===== src/rtl/core_pkg.sv =====
// rtl/core_pkg.sv - shared RV32I core widths and writeback grant encoding
package core_pkg;

  localparam int REG_IDX_W = 5;
  localparam int XLEN      = 32;
  localparam int NUM_REGS  = 32;

  typedef enum logic [1:0] {
    GRANT_NONE = 2'd0,
    GRANT_ALU  = 2'd1,
    GRANT_LD   = 2'd2
  } grant_t;

endpackage


===== src/rtl/wb_scoreboard.sv =====
// rtl/wb_scoreboard.sv - per-register outstanding-write bits with set-wins-over-clear
module wb_scoreboard
  import core_pkg::*;
(
  input  logic                 clkin,
  input  logic                 rst_in,
  input  logic                 set_en,
  input  logic [REG_IDX_W-1:0] set_idx,
  input  logic                 clr_en,
  input  logic [REG_IDX_W-1:0] clr_idx,
  output logic [NUM_REGS-1:0]  pending_out
);

  logic [NUM_REGS-1:0] set_mask;
  logic [NUM_REGS-1:0] clr_mask;
  logic [NUM_REGS-1:0] pending_nxt;

  always_comb begin
    set_mask = '0;
    clr_mask = '0;
    if (set_en) set_mask[set_idx] = 1'b1;
    if (clr_en) clr_mask[clr_idx] = 1'b1;
    // Applying the set after the clear lets a same-edge re-issue keep the bit alive.
    pending_nxt = (pending_out & ~clr_mask) | set_mask;
  end

  always_ff @(posedge clkin) begin
    if (rst_in) begin
      pending_out <= '0;
    end else begin
      pending_out <= {pending_nxt[NUM_REGS-1:1], 1'b0};
    end
  end

endmodule


===== src/rtl/wb_arbiter.sv =====
// rtl/wb_arbiter.sv - ALU/load writeback arbiter with starvation guard and scoreboard
module wb_arbiter
  import core_pkg::*;
#(
  parameter int STARVE_MAX = 4
) (
  input  logic                 clkin,
  input  logic                 rst_in,
  input  logic                 alu_valid_in,
  input  logic [REG_IDX_W-1:0] alu_idx_in,
  input  logic [XLEN-1:0]      alu_data_in,
  output logic                 alu_ready_out,
  input  logic                 ld_valid_in,
  input  logic [REG_IDX_W-1:0] ld_idx_in,
  input  logic [XLEN-1:0]      ld_data_in,
  output logic                 ld_ready_out,
  input  logic                 issue_valid_in,
  input  logic [REG_IDX_W-1:0] issue_idx_in,
  output logic                 wr_en_out,
  output logic [REG_IDX_W-1:0] wr_idx_out,
  output logic [XLEN-1:0]      wr_data_out,
  output logic [NUM_REGS-1:0]  pending_out
);

  localparam logic [3:0] STARVE_LIM = 4'(STARVE_MAX);

  grant_t               grant;
  logic [3:0]           starve_cnt;
  logic [REG_IDX_W-1:0] gnt_idx;
  logic [XLEN-1:0]      gnt_data;

  always_comb begin
    grant = GRANT_NONE;
    if (rst_in) begin
      grant = GRANT_NONE;
    end else if (alu_valid_in && ld_valid_in) begin
      grant = (starve_cnt == STARVE_LIM) ? GRANT_LD : GRANT_ALU;
    end else if (alu_valid_in) begin
      grant = GRANT_ALU;
    end else if (ld_valid_in) begin
      grant = GRANT_LD;
    end
  end

  assign alu_ready_out = (grant == GRANT_ALU);
  assign ld_ready_out  = (grant == GRANT_LD);
  assign gnt_idx       = (grant == GRANT_LD) ? ld_idx_in  : alu_idx_in;
  assign gnt_data      = (grant == GRANT_LD) ? ld_data_in : alu_data_in;

  always_ff @(posedge clkin) begin
    if (rst_in || !ld_valid_in || grant == GRANT_LD) begin
      starve_cnt <= '0;
    end else if (starve_cnt != STARVE_LIM) begin
      starve_cnt <= starve_cnt + 4'd1;
    end
  end

  // Writes to x0 are consumed without touching the register file port.
  always_ff @(posedge clkin) begin
    if (rst_in) begin
      wr_en_out   <= 1'b0;
      wr_idx_out  <= '0;
      wr_data_out <= '0;
    end else if (grant != GRANT_NONE && gnt_idx != '0) begin
      wr_en_out   <= 1'b1;
      wr_idx_out  <= gnt_idx;
      wr_data_out <= gnt_data;
    end else begin
      wr_en_out   <= 1'b0;
    end
  end

  wb_scoreboard u_scoreboard (
    .clkin       (clkin),
    .rst_in      (rst_in),
    .set_en      (issue_valid_in),
    .set_idx     (issue_idx_in),
    .clr_en      (wr_en_out),
    .clr_idx     (wr_idx_out),
    .pending_out (pending_out)
  );

endmodule


===== config.mk =====
export PLATFORM = sky130hd
export DESIGN_NAME = wb_arbiter
export DESIGN_NICKNAME = d
export VERILOG_FILES = /design/src/rtl/core_pkg.sv /design/src/rtl/wb_scoreboard.sv /design/src/rtl/wb_arbiter.sv
export SDC_FILE = /design/constraint.sdc
export NUM_CORES = 1
export LEC_CHECK = 0
export CAP_MARGIN = 20
export CORE_AREA = 2 2 116 84
export CTS_CLUSTER_DIAMETER = 60
export DETAILED_ROUTE_END_ITERATION = 8
export DIE_AREA = 0 0 118 86
export MAX_ROUTING_LAYER = met4
export PLACE_DENSITY = 0.8
export SYNTH_ARGS = -nofsm -noshare
export SYNTH_HDL_FRONTEND = slang
export SYNTH_SLANG_ARGS = --single-unit

===== constraint.sdc =====
create_clock -name clkin -period 1.7 [get_ports clkin]
set_input_delay 0.17 -clock clkin [delete_from_list [all_inputs] [get_ports clkin]]
set_output_delay 0.17 -clock clkin [all_outputs]
set_load 0.03 [all_outputs]

Figure 1. Clock wiring as the flow saved it (run 1).
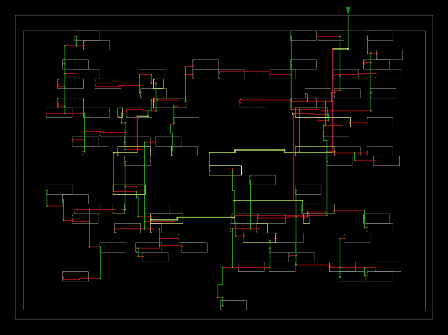
CTS Buf Count: 9
P_clk: 0.00190 W

Figure 2. Sequential cells colored by netlist name (run 1).
(4 px per µm) Other sequential cells in the stronger gray, the rest of the logic in the fainter gray.
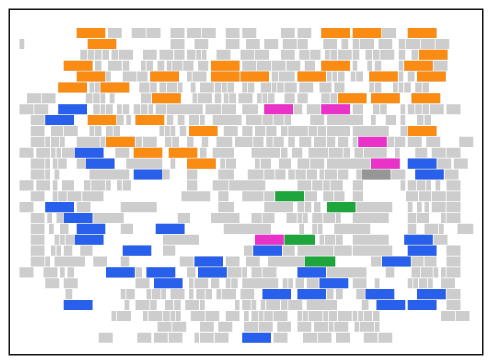
name in the netlist	color	sequential cells
wr_data_out	blue	32
wr_idx_out	magenta	5
starve_cnt	green	4
u_scoreboard.pending_out	orange	31
Finished Core Util: 65.55%
sequential cell area: 0.001464 mm²
sequential cell area share: 24.92%
sequential group power: 0.00186 W

==> GITHUB_STEP_SUMMARY, run 1 <==
## PnR job results

| Metric | Value |
|---|---|
| Status | finished, violations left |
| Violated checks | setup timing |
| Commonest cells in the netlist | nand2_1, dfxtp_1, o21ai_0, a21oi_1, a31oi_1 |
| Crit end category | flop |
| Max Freq | 0.5615 GHz |
| Dominant kind of cell | non-clock buffers |
| Internal power | 0.003529 W |
| Clock buf/inv share | 5.069% |
| # diodes | 0 |
| Synth Register Bits | 73 |
| Sw power | 0.001401 W |
| Worst setup margin | -0.08082 ns |
| Fin Setup TNS | -0.9592 ns |
| WP data arrival | 2.03 ns |
| CP peak stage delay | 0.32 ns |
| Fa+ha+maj area frac | 0.7911% |
| Logic share of the area | 29.18% |
| RSZ-0062 raised after global routing | yes |
| 1st-pass router iterations | 6 |
| Worst Max-Slew Pin Slew | 0.5030 ns |
| Final nets | 688 |
| Yosys cell count | 404 |
| Largest net degree at the start of global routing | 34 |
| Setup violations, final | 30 |
| Placed instance area | 0.005031 mm² |
| Logic pwr share | 23.7% |
| Switch share | 28.42% |
| Cell taking the most area after synthesis | dfxtp_1 |
| Clk pwr share | 38.6% |
| Most frequent logic cell in the layout | clkdlybuf4s50_1 |
| Slew Viols, Final | 0 |
| First-pass GRT wire length | 19330 µm |
| Synthesis Warnings | 0 |
| Area share, top type | 46.20% |
| Gate Area | 0.001714 mm² |
| Hold_ws | 0.4052 ns |
| IO buf count | 154 |
Figure 3. Wiring by layer (run 1).
(4 px per µm)
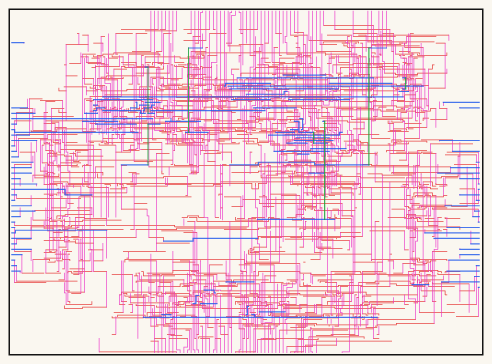
layer	color	wire length
metal 4	green	102 µm
metal 2	magenta	6100 µm
metal 1	red	5640 µm
metal 3	blue	1010 µm
total track usage: 24.76%
Vias: 3929
final wirelength: 12850 µm

-- run 1: cells by family (layout without fill, tap and decap cells) --
group / after synthesis / after routing
xor+xnor: 1 / 1
fa+ha+maj: 2 / 2
compound gates: 142 / 142
flops: 73 / 73
other cells: 1 / 1
simple gates: 150 / 150
buf+inv: 32 / 235
mux: 3 / 3
-- run 1: what timing repair did --
item | CTS | global route
setup buffers | 12 | 4
resized | 48 | 30
hold buffers | 0 | 0
setup endpoints to repair | 36 | 38
cloned | 5 | 4
pin swaps | 5 | 2
-- run 1: layer usage --
layer / global-route usage (%) / up-vias / share of wire [%]
li1: - / 1841 / -
met1: 30.96 / 1888 / 44
met2: 39.48 / 186 / 47
met3: 6.516 / 14 / 7.8
met4: 7.667 / 0 / 0.79
met5: - / - / 0
-- run 1: metrics by stage --
stage	utilization (%)	cells	power, W
2_1_floorplan	-	404	0.002320
3_5_place_dp	56.14	694	0.002843
6_report	65.55	731	0.004930
5_1_grt	65.55	731	0.005102
4_1_cts	63.76	727	0.004866
3_3_place_gp	56.14	694	0.002826
-- run 1: registers in the layout, summed over array words and instances, names as in the netlist --
name                      cells
wr_data_out                  32
starve_cnt                    4
u_scoreboard.pending_out     31
wr_idx_out                    5
wr_en_out                     1
-- run 1: final timing paths --
check	cells past startpoint	to	start	slack, ns
worst max-delay path	10	wr_data_out[10]	starve_cnt[0]	-0.08
worst min-delay path	3	wr_data_out[16]	ld_data_in[16]	0.41
worst max register to register	10	wr_data_out[10]	starve_cnt[0]	-0.08
worst min register to register	2	u_scoreboard.pending_out[29]	u_scoreboard.pending_out[29]	0.48
-- run 1: worst min-delay path, delay by kind of cell --
| kind | cells | cell delay, ns |
|---|---|---|
| buf+inv | 1 | 0.40 |
| compound gates | 1 | 0.07 |
| simple gates | 1 | 0.05 |
==> run 1 -> run 2 <==
Settings changed: PLACE_DENSITY 0.8 to not set, PLACE_DENSITY_LB_ADDON set to 0.25, RECOVER_POWER set to 50.
Figure 4. PDN straps and rails (run 2).
(3 px per µm) Pins as bars on the die edge. Tap cells in gray.
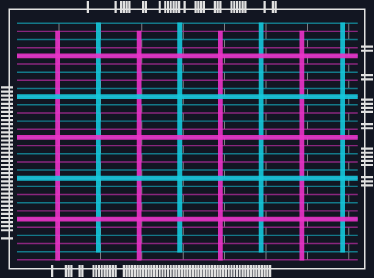
net	color
VDD	cyan
VSS	magenta
signal pins	156
met5 straps	5
die extent in x: 118 µm
CORE AREA: 0.008962 mm²
die height: 86 µm
VDD IR max: 0.0005636 V

==> run 2 against run 1 <==
The run still ends with setup timing left; clock skew down 0.0088 ns; first-iteration DRC count is 44% lower; core utilization shrank 2.7 points; setup slack improved by 0.059 ns; clock-buffer cell count shrank 1; hold slack lost 0.089 ns; area after synthesis stayed put; final area decreased by 4.0%; combinational power down about 10%; wire length fell by 11%; critical path type is now flop to output pin; largest cell class unchanged; largest power group unchanged.
==> GITHUB_STEP_SUMMARY, run 2 <==
## PnR job results

| Metric | Value |
|---|---|
| Min-delay src | alu_idx_in[1] |
| Post-Layout Cell Count | 722 (-1.2%) |
| Total track usage | 21.90% (-2.9 points) |
| Area share, top type | 46.20% (unchanged) |
| Hold Crit Depth | 4 (+1) |
| Fa+ha+maj area frac | 0.7911% (unchanged) |
| Met2 wire length | 5471 µm (-10%) |
| Main flop type | dfxtp_1 |
| Met1 WL | 5059 µm (-10%) |
| Met3 wire length | 764 µm (-24%) |
| Worst setup margin | -0.02177 ns (+0.05906 ns) |
| Final GP Congestion | 0.8968 |
| Setup violations, final | 2 (-93%) |
| Total tool warning count | 28 |
| GR peak layer | met2 |
| Met2 Usage GRT | 34.94% (-4.5 points) |
| Cell taking the most area after synthesis | dfxtp_1 |
| 1st-pass router iterations | 5 (-1) |
| IO buf count | 154 (unchanged) |
| Logic share of the area | 28.99% (-0.19 points) |
| R2R Setup Slk | 0 ns (+0.08 ns) |
| Hold Path End | wr_idx_out[1] |
| GRT overflow | 0 |
| Vias | 3734 (-5.0%) |
| Final wirelength | 11440 µm (-11%) |
| Commonest cells in the netlist | nand2_1, dfxtp_1, o21ai_0, a21oi_1, a31oi_1 |
| Grt met1 use | 27.91% (-3.1 points) |
| Sequential cell area share | 25.97% (+1.1 points) |
| Synth Register Bits | 73 (unchanged) |
| Max Cap Violations | 0 |
| Yosys cell count | 404 (unchanged) |
| CTS Buf Count | 9 (unchanged) |
| Reg2Reg Launch Point | starve_cnt[0] |
| Worst Max-Slew Pin Slew | 0.5631 ns (+0.06015 ns) |
| Max Freq | 0.5808 GHz (+3.4%) |
| WP data arrival | 1.55 ns (-0.48 ns) |
| Max reg flops | 32 (unchanged) |
| CP peak stage delay | 0.32 ns (about the same) |
| Total power | 0.004916 W (-0.29%) |
| Dominant kind of cell | non-clock buffers |
| RSZ-0062 raised after global routing | yes |
| Placed insts | 696 (+0.29%) |
| Slew Viols, Final | 0 (unchanged) |
| DPL Wire Length | 8079 µm |
| Largest registers | wr_data_out: 32 flops, u_scoreboard.pending_out: 31 flops, wr_idx_out: 5 flops |
| Synth Instances | 404 |
| Crit end category | output pin |
| Wire per inst | 15.85 µm |
| Final nets | 679 (-1.3%) |
| Violated checks | setup timing |
| Most frequent logic cell in the layout | clkdlybuf4s50_1 |
| Clock buf/inv share | 5.660% (+0.59 points) |
| Most common cell in the netlist | nand2_1 |
| # diodes | 0 (unchanged) |
| Largest Register | wr_data_out |
| Grt met3 use | 4.654% (-1.9 points) |
| Hold Vio Cnt, Final | 0 |
| Status | finished, violations left |
| FF-to-FF End | wr_data_out[0] |
| Sequential cell area | 0.001464 mm² (unchanged) |
| Synthesis Warnings | 0 (unchanged) |
-- run 2: per-stage QoR --
stage                     instance area (µm²)  setup slack (ns)  hold slack [ns]  util [%]  TNS [ns]
after floorplan                          3163           0.02893           0.3225         -         0
after global placement                   5034           -0.3226           0.4640     56.16    -10.79
after detailed placement                 5034           -0.3447           0.4662     56.16    -11.11
after CTS                                5459         0.0007008           0.4065     60.91         0
after global routing                     5637          -0.07420           0.3509     62.89    -1.065
final                                    5637          -0.02177           0.3166     62.89  -0.02234
-- run 2: worst register-to-register path: cells and delay by family, from the launching register on --
kind                       cells  cell delay, ns
buffers and inverters          3            0.36
DFF                            1            0.32
AOI/OAI and AO/OA              4            0.68
and+or+nand+nor                1            0.12
adders and majority gates      1            0.13
-- run 2: timing repair --
action | CTS | global route
cloned | 1 | 2
setup buffers | 3 | 5
resized | 17 | 47
pin swaps | 3 | 8
endpoints found under the hold margin | 0 | 0
hold buffers | 0 | 0
endpoints found under the setup margin | 37 | 36
-- run 2: worst max path at each step --
stage                  start               to  slack, ns  depth (start not counted)
5_1_grt        starve_cnt[0]   wr_data_out[0]      -0.07                          9
3_3_place_gp    ld_idx_in[2]  wr_data_out[23]      -0.32                          7
3_5_place_dp   alu_idx_in[0]   wr_data_out[0]      -0.34                          7
6_report       starve_cnt[0]     ld_ready_out      -0.02                          7
2_1_floorplan  starve_cnt[0]    wr_idx_out[2]       0.03                          9
4_1_cts        starve_cnt[1]     ld_ready_out     0.0007                          7
-- run 2: where the power goes --
part | switching [W] | internal (W) | total [W] | leakage, nW
logic | 0.000533 | 0.000515 | 0.00105 | 1.36
clock network | 0.000729 | 0.00128 | 0.00201 | 0.152
registers | 0.0000552 | 0.00180 | 0.00186 | 0.598
total | 0.00132 | 0.00360 | 0.00492 | 2.11
Power is estimated from default activity; no workload was simulated.
